Run 1, I/O nets highlighted:
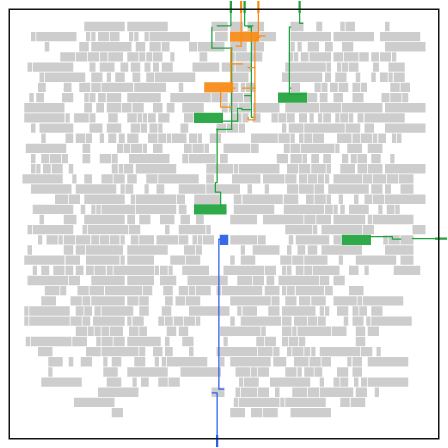
Run 1, routed clock nets over the placement:
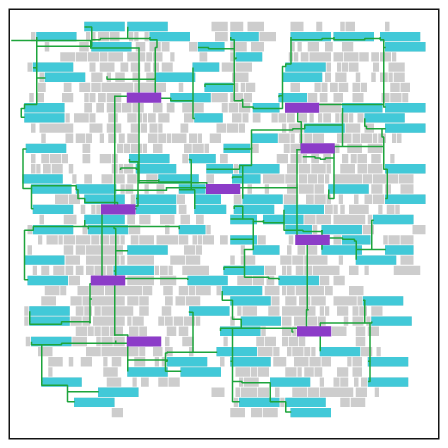
Run 1, placed standard cells:
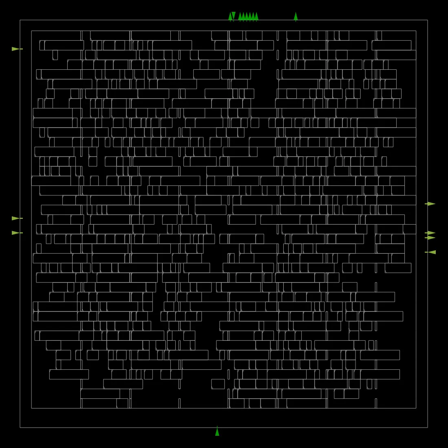
### config.mk
export PLATFORM = sky130hd
export DESIGN_NAME = btn_page_ctrl
export DESIGN_NICKNAME = d
export VERILOG_FILES = /design/src/rtl/btn_page_ctrl.sv
export SDC_FILE = /design/constraint.sdc
export NUM_CORES = 1
export LEC_CHECK = 0
export CORE_MARGIN = 3
export CORE_UTILIZATION = 45
export CTS_BUF_LIST = sky130_fd_sc_hd__clkbuf_16
export CTS_CLUSTER_SIZE = 10
export DETAILED_ROUTE_END_ITERATION = 10
export SETUP_SLACK_MARGIN = 0.5
export SYNTH_ARGS = -nofsm -noshare
export SYNTH_HDL_FRONTEND = slang
export SYNTH_SLANG_ARGS = --single-unit
### constraint.sdc
create_clock -name clk -period 2.34 [get_ports clk]
set_clock_uncertainty 0.15 [all_clocks]
set_input_delay 0.468 -clock clk [delete_from_list [all_inputs] [get_ports clk]]
set_output_delay 0.468 -clock clk [all_outputs]
set_load 0.005 [all_outputs]
### src/rtl/btn_page_ctrl.sv
// Front-panel controller: four buttons are synchronised, debounced and turned into press pulses.
// The pulses drive a wrap-around page selector and a view toggle. All outputs are registered.
module btn_page_ctrl #(
    parameter int NUM_PAGES       = 4,
    parameter int DEBOUNCE_CYCLES = 1000000,
    parameter int PW              = $clog2(NUM_PAGES)
) (
    input  logic                 clk,
    input  logic                 reset,
    input  logic                 BTNU,
    input  logic                 BTNR,
    input  logic                 BTNL,
    input  logic                 BTND,
    output logic [PW-1:0]        page_idx,
    output logic [NUM_PAGES-1:0] page_onehot,
    output logic                 view_sel,
    output logic [3:0]           btn_evt
);

    localparam int CW = $clog2(DEBOUNCE_CYCLES + 1);
    localparam logic [CW-1:0] CNT_LAST  = CW'(DEBOUNCE_CYCLES - 1);
    localparam logic [PW-1:0] PAGE_LAST = PW'(NUM_PAGES - 1);

    // Bit order everywhere: {D, L, R, U}
    logic [3:0]    raw;
    logic [3:0]    s1;
    logic [3:0]    sync;
    logic [3:0]    stable;
    logic [CW-1:0] cnt [4];

    logic [PW-1:0]        page_nxt;
    logic [NUM_PAGES-1:0] onehot_nxt;

    assign raw = {BTND, BTNL, BTNR, BTNU};

    always_ff @(posedge clk) begin
        if (reset) begin
            s1      <= '0;
            sync    <= '0;
            stable  <= '0;
            btn_evt <= '0;
            for (int i = 0; i < 4; i++) begin
                cnt[i] <= '0;
            end
        end else begin
            s1   <= raw;
            sync <= s1;
            for (int i = 0; i < 4; i++) begin
                btn_evt[i] <= 1'b0;
                if (sync[i] == stable[i]) begin
                    cnt[i] <= '0;
                end else if (cnt[i] == CNT_LAST) begin
                    // Accepted level change; only a rising edge counts as a press.
                    stable[i]  <= sync[i];
                    cnt[i]     <= '0;
                    btn_evt[i] <= sync[i];
                end else begin
                    cnt[i] <= cnt[i] + 1'b1;
                end
            end
        end
    end

    // Home wins over everything; next+prev together cancel out.
    always_comb begin
        page_nxt = page_idx;
        if (btn_evt[3]) begin
            page_nxt = '0;
        end else if (btn_evt[1] && !btn_evt[2]) begin
            page_nxt = (page_idx == PAGE_LAST) ? '0 : page_idx + 1'b1;
        end else if (btn_evt[2] && !btn_evt[1]) begin
            page_nxt = (page_idx == '0) ? PAGE_LAST : page_idx - 1'b1;
        end
    end

    always_comb begin
        onehot_nxt = '0;
        for (int k = 0; k < NUM_PAGES; k++) begin
            onehot_nxt[k] = (page_nxt == PW'(k));
        end
    end

    always_ff @(posedge clk) begin
        if (reset) begin
            page_idx    <= '0;
            page_onehot <= NUM_PAGES'(1);
            view_sel    <= 1'b0;
        end else begin
            page_idx    <= page_nxt;
            page_onehot <= onehot_nxt;
            view_sel    <= view_sel ^ btn_evt[0];
        end
    end

endmodule

==> results.cfg, run 1 <==
; synthesis and place-and-route metrics
[route]
drc_errors = 0
firstDrtPassIters = 4
routed_wl_um = 11900
wl_per_cell_um = 14.5
drt-initial-drc-count = 178
antenna_left = 0
vias = 4316
vias_per_cell = 5.27

[sta]
setup_viol = 0
fin_hold_ws_ns = 0.287
setup_ws_ns = 0.259
rsz0062_at_grt = yes
final.min_clock_period_ns = 2.08
fin_crit_sh = 0.890
finalSetupTns_ns = 0
hold_viol = 0
drv_slew = 0
fmaxAchievable_mhz = 480

[die]
core_um2 = 11500
fp.dieW_um = 115
core.rowCount = 39
die_area_um2 = 13100
die_h_um = 115
initial_core_util = 0.463

[synth]
async_reset_ff_frac = 0
syn_area_um2 = 5300
yosysWarnings = 0
ff_type = edfxtp_1
synthDistinctLibCells = 44
yosys_cells = 510
synth-seq-area-share = 0.540
synth_cells = 510
syn_avg_cell_area_um2 = 10.4
ys_ff = 103
edf_count = 80
yosys_area_um2 = 5300

[finish]
final_area_um2 = 7530
antenna_cells = 0
nNetsFinal = 683
drive_gt1_frac = 0.309
area_growth_syn_to_layout_pct = 42.0
layout_top_cells = 80 x edfxtp_1, 80 x conb_1, 46 x buf_4
final_core_util = 0.657

[placed_design]
gp_congestion = 0.805
dpl_worst_slack_ns = 0.248
dpl_cell_area_um2 = 6000
dp_hpwl_um = 6880
dp.cells = 740

[global_routing]
grt_pass1_vias = 4021
grt-ovfl-total = 0
grt.total_usage = 0.177
antenna_found_initial = 0
grt_first_pass_wirelength_um = 18800
grt_max_degree = 24

[critical_path]
path_max_fanout = 5
r2r_cells = 5
critPathCaptureType = register
crit_required_ns = 2.28
critPathLaunchType = register
critPathKind = register to register
cp.arrival_ns = 2.02

[run]
warning_count = 30
max_cap_violations = 0

[clock_network]
cts_root_buf = clkbuf_16
clock-sinks = 103
cts_tree = built
cts_buffers = 9
clk_latency_ns = 0.34
clkTransAtPathRegs_ns = 0.07
cts_buffer_depth = 2
postCtsHoldBufs = 0
cts-htree-levels = 3

[pwr]
power.total_mw = 3.85
power.density_nw_per_um2 = 511
total_leakage_power_nw = 2.62
peakVddDrop_mv = 0.338

[worst_hold_path]
hold_depth = 1
min_path_type = register to register

[outcome]
status = finished clean
-- 'I/O nets highlighted' (at the start) --
orange -> `page_idx`  # bits 2, direction output, end cells 2, buffers 2, wire 76.7 um
blue -> `BTNU`  # bits 1, direction input, end cells 1, buffers 1, wire 55.1 um
green -> `btn_evt`  # bits 4, direction output, end cells 4, buffers 4, wire 156 um
# IOs: 17
# port buffers: 16

-- 'routed clock nets over the placement' (at the start) --
green -> clock wires  # length 1320 um
cyan -> flip-flops  # count 103
purple -> clock drivers  # count 9
flops lie = widely spread
routed clock nets = 10

-- 'placed standard cells' (at the start) --
Non-Filler Instances: 819
flop share of the area: 0.382

-- run 1: logic make-up (layout without fill, tap and decap cells) --
logic type               Yosys count  after routing  synth area share
AND-OR/OR-AND                     68             68            0.0755
XOR/XNOR                          52             52            0.0859
adder cells (fa/ha/maj)            6              6            0.0142
buffers and inverters             28            115            0.0222
flip-flops                       103            103             0.540
other                              1             80          0.000707
AND/OR/NAND/NOR                  252            252             0.262
-- run 1: registers in the layout, summed over array words and instances, names as in the netlist --
signal       count
cnt             80
btn_evt          4
page_onehot      4
s1               4
stable           4
sync             4
page_idx         2
view_sel         1
-- run 1: final cells by class --
type	count	area [um2]
fillers	881	3940
multi-input cells	458	3250
inverters	13	48.8
flip-flops and latches	103	2880
clock inverters	6	27.5
clock buffers	10	250
repair buffers	86	906
well taps	143	179
-- run 1: timing repair --
| action | in CTS | in global routing |
|---|---|---|
| setup buffers | 33 | 18 |
| endpoints found under the setup margin | 91 | 96 |
| cloned | 8 | 4 |
| pin swaps | 34 | 41 |
| resized | 91 | 96 |
-- run 1: power breakdown --
part	internal, mW	switching (mW)
combinational	0.151	0.160
sequential	2.04	0.0778
clock	0.771	0.652
-- run 1: worst paths after layout --
| check | startpoint | end | slack, ns |
|---|---|---|---|
| max reg2reg | cnt[0][10] | cnt[0][14] | 0.26 |
| min reg2reg | s1[2] | sync[2] | 0.29 |
| min | s1[2] | sync[2] | 0.29 |
| max | cnt[0][10] | cnt[0][14] | 0.26 |
-- run 1: worst max-delay path, cell delays in order, from the launching register on --
cell	delay, ns
edfxtp_1	0.44
or4_4	0.55
nor4_4	0.19
a31o_4	0.27
clkbuf_16	0.19
nor2_4	0.03
-- run 1: cell usage after synthesis, drive strengths merged (4+ instances only) --
| master | count | share of area |
|---|---|---|
| edfxtp | 80 | 0.45 |
| nor2 | 60 | 0.042 |
| nand2 | 32 | 0.023 |
| a21oi | 30 | 0.029 |
| nand3 | 28 | 0.026 |
| nand4 | 26 | 0.031 |
| xnor2 | 26 | 0.043 |
| xor2 | 26 | 0.043 |
| dfxtp | 23 | 0.087 |
| o21ai | 20 | 0.020 |
| or3 | 19 | 0.022 |
| or4 | 14 | 0.021 |
| inv | 13 | 0.0092 |
| nor2b | 12 | 0.014 |
| nor4 | 11 | 0.014 |
| o31ai | 11 | 0.016 |
| and4 | 10 | 0.017 |
| clkbuf | 9 | 0.0064 |
| and2 | 8 | 0.0094 |
| and3 | 7 | 0.0085 |
| nor3 | 7 | 0.0066 |
| buf | 6 | 0.0066 |
| ha | 6 | 0.014 |
| nor4b | 6 | 0.0099 |
| nor3b | 4 | 0.0057 |
-- run 1: routing by layer --
metal  up-vias  routed length (um)  share of wire  track usage
met5         -                   0              0            0
met4         0                 240          0.020       0.0721
met3        23                 338          0.028       0.0312
met2        61                5920           0.50        0.288
met1      2077                5380           0.45        0.235
li1       2155                   -              -            -
## Run 2: what changed since run 1
--- a/config.mk
+++ b/config.mk
@@ -7,10 +7,9 @@
 export LEC_CHECK = 0
 export CORE_MARGIN = 3
 export CORE_UTILIZATION = 45
-export CTS_BUF_LIST = sky130_fd_sc_hd__clkbuf_16
 export CTS_CLUSTER_SIZE = 10
 export DETAILED_ROUTE_END_ITERATION = 10
-export SETUP_SLACK_MARGIN = 0.5
+export SETUP_SLACK_MARGIN = 0.15
 export SYNTH_ARGS = -nofsm -noshare
 export SYNTH_HDL_FRONTEND = slang
 export SYNTH_SLANG_ARGS = --single-unit
==> run 2 against run 1 <==
Against the previous run: largest cell class is now registers; worst hold slack worse by 0.0066 ns; die area stayed put; sequential cell count stayed put; first-iteration DRC count grew 20%; wire length is 18% lower; clock power about the same; clock-buffer cell count grew 2; via count down 6.8%; non-clock buffer count fell by 54; critical path type unchanged; critical path depth is the same; power decreased by 3.9%; register-to-register slack worse by 0.02 ns.
==> results.cfg, run 2 <==
; synthesis and place-and-route metrics
[outcome]
status = finished clean

[sta]
hold_viol = 0
fin_crit_sh = 0.898
final.min_clock_period_ns = 2.10
setup_viol = 0
fmaxAchievable_mhz = 476
rsz0062_at_grt = no
finalSetupTns_ns = 0
drv_slew = 0

[pwr]
peakVddDrop_mv = 0.300
total_leakage_power_nw = 2.12

[finish]
largest_register_ffs = 80
area_growth_syn_to_layout_pct = 18.9
regMostFlops = cnt
final_area_um2 = 6310
drive_gt1_frac = 0.0675
nNetsFinal = 629

[global_routing]
grt-ovfl-total = 0
grt_first_pass_wirelength_um = 16800
grt.total_usage = 0.159
grt_pass1_vias = 3781
antenna_found_initial = 0
grt_max_degree = 21

[placed_design]
gp_congestion = 0.781
dpl_cell_area_um2 = 6000
io_buffer_count = 16
dpl_worst_slack_ns = 0.200
dp_hpwl_um = 7120

[clock_network]
cts_tree = built
clk_latency_ns = 0.34
cts_buffers = 9
cts_root_buf = clkbuf_16
clkTransAtPathRegs_ns = 0.07
clock-sinks = 103

[critical_path]
crit_required_ns = 2.29
crit_family = simple AND/OR/NAND/NOR gates
critPathLaunchType = register
path_max_fanout = 19
cp_slowest_cell = or4_1
cp.arrival_ns = 2.05
critPathCaptureType = register
path_buffers = 1

[route]
routed_wl_um = 9720
drc_errors = 0
vias_per_cell = 5.26
firstDrtPassIters = 4
wl_per_cell_um = 12.7

[synth]
netlist.area_leader.share = 0.453
logic_family = simple AND/OR/NAND/NOR gates
edf_count = 80
synth-seq-area-share = 0.540
yosys_cells = 510
top_cell = edfxtp_1
async_reset_ff_frac = 0
ys_ff = 103
simple_gate_share = 0.262
ff_type = edfxtp_1
mux_share = 0
ys_sh_aoi = 0.0755
common_cells = 80 x edfxtp_1, 60 x nor2_1, 32 x nand2_1, 29 x a21oi_1, 28 x nand3_1
yosys_area_um2 = 5300
synth_xor_xnor_area_share = 0.0859
synth_cells = 510
syn_avg_cell_area_um2 = 10.4

[run]
max_cap_violations = 0

[die]
core_um2 = 11500
core.rowCount = 39
initial_core_util = 0.463
-- run 2: layout make-up --
class / instances / area [um2] / share of cell area
multi-input combinational: 458 / 2640 / 0.418
timing repair buffer: 32 / 305 / 0.0484
tap: 143 / 179 / 0.0284
inverter: 13 / 48.8 / 0.00774
clock buffer: 12 / 246 / 0.0391
clock inverter: 4 / 28.8 / 0.00456
sequential: 103 / 2860 / 0.454
-- run 2: per-stage QoR --
step	utilization	power [mW]	cells	hold WS [ns]
floorplan	-	2.26	589	0.264
global placement	0.523	2.33	747	0.271
detailed placement	0.523	2.34	747	0.274
CTS	0.547	3.76	763	0.285
global route	0.550	3.86	765	0.301
finish	0.550	3.70	765	0.280
-- run 2: path summary, 6_finish.rpt --
check | cells past startpoint | slack (ns) | to | from
max | 5 | 0.24 | cnt[0][9] | cnt[0][13]
max reg2reg | 5 | 0.24 | cnt[0][9] | cnt[0][13]
min reg2reg | 1 | 0.28 | sync[0] | s1[0]
min | 1 | 0.28 | sync[0] | s1[0]
-- run 2: logic make-up (layout without fill, tap and decap cells) --
group                    Yosys count  in the layout
flip-flops                       103            103
buffers and inverters             28             61
other                              1             80
AND/OR/NAND/NOR                  252            252
AND-OR/OR-AND                     68             68
adder cells (fa/ha/maj)            6              6
XOR/XNOR                          52             52
-- run 2: power breakdown --
part / internal, mW / switching [mW] / total, mW
clock: 0.754 / 0.650 / 1.40
combinational: 0.0854 / 0.0989 / 0.184
sequential: 2.04 / 0.0741 / 2.12
total: 2.88 / 0.823 / 3.70
-- run 2: per-layer routing --
layer,share of wire,wire length (um),up-vias,track usage
met5,0,0,-,0
li1,-,-,2036,-
met2,0.47,4600,36,0.249
met1,0.48,4700,1937,0.212
met3,0.023,226,12,0.0280
met4,0.019,188,0,0.0776
-- run 2: repair_timing --
item,in CTS,in global routing
endpoints found under the setup margin,0,12
gates resized,0,3
setup buffers,0,2
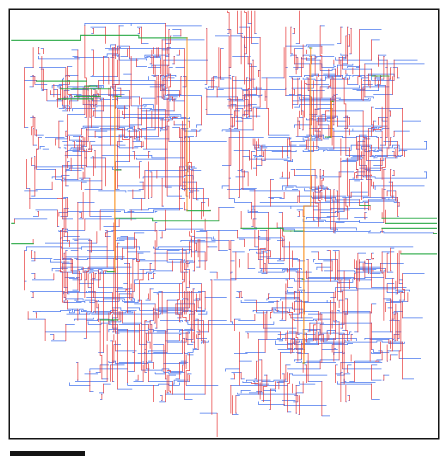
Run 2: wiring by layer
Bar = 20 um.
red -> metal 2  # wire length 4600 um
blue -> metal 1  # wire length 4700 um
green -> metal 3  # wire length 227 um
orange -> metal 4  # wire length 189 um

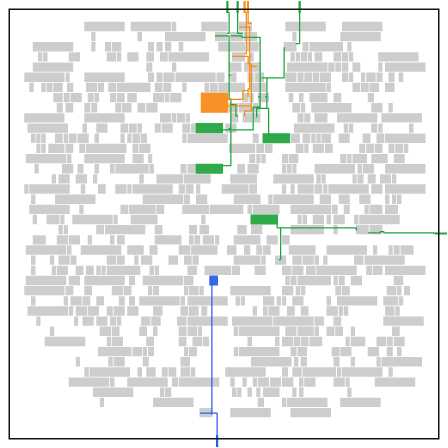
Run 2: I/O nets highlighted
green -> `btn_evt`  # bits 4, direction output, end cells 4, buffers 4, wire 207 um
blue -> `BTNU`  # bits 1, direction input, end cells 1, buffers 1, wire 47.4 um
orange -> `page_idx`  # bits 2, direction output, end cells 2, buffers 2, wire 77.9 um

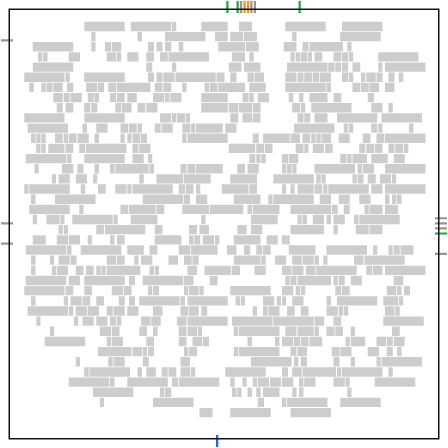
Run 2: pin map
Pins as bars across the die edge, other pins in grey.
blue -> `BTNU`  # pins 1, direction input, edge south
orange -> `page_idx`  # pins 2, direction output, edge north
green -> `btn_evt`  # pins 4, direction output, edge 3 north, 1 east
all pins by edge = 8 north, 5 east, 3 west, 1 south
die width: 115 um
Die Y: 115 um

Power figures rest on the tool's default switching activity, not on a simulated workload.
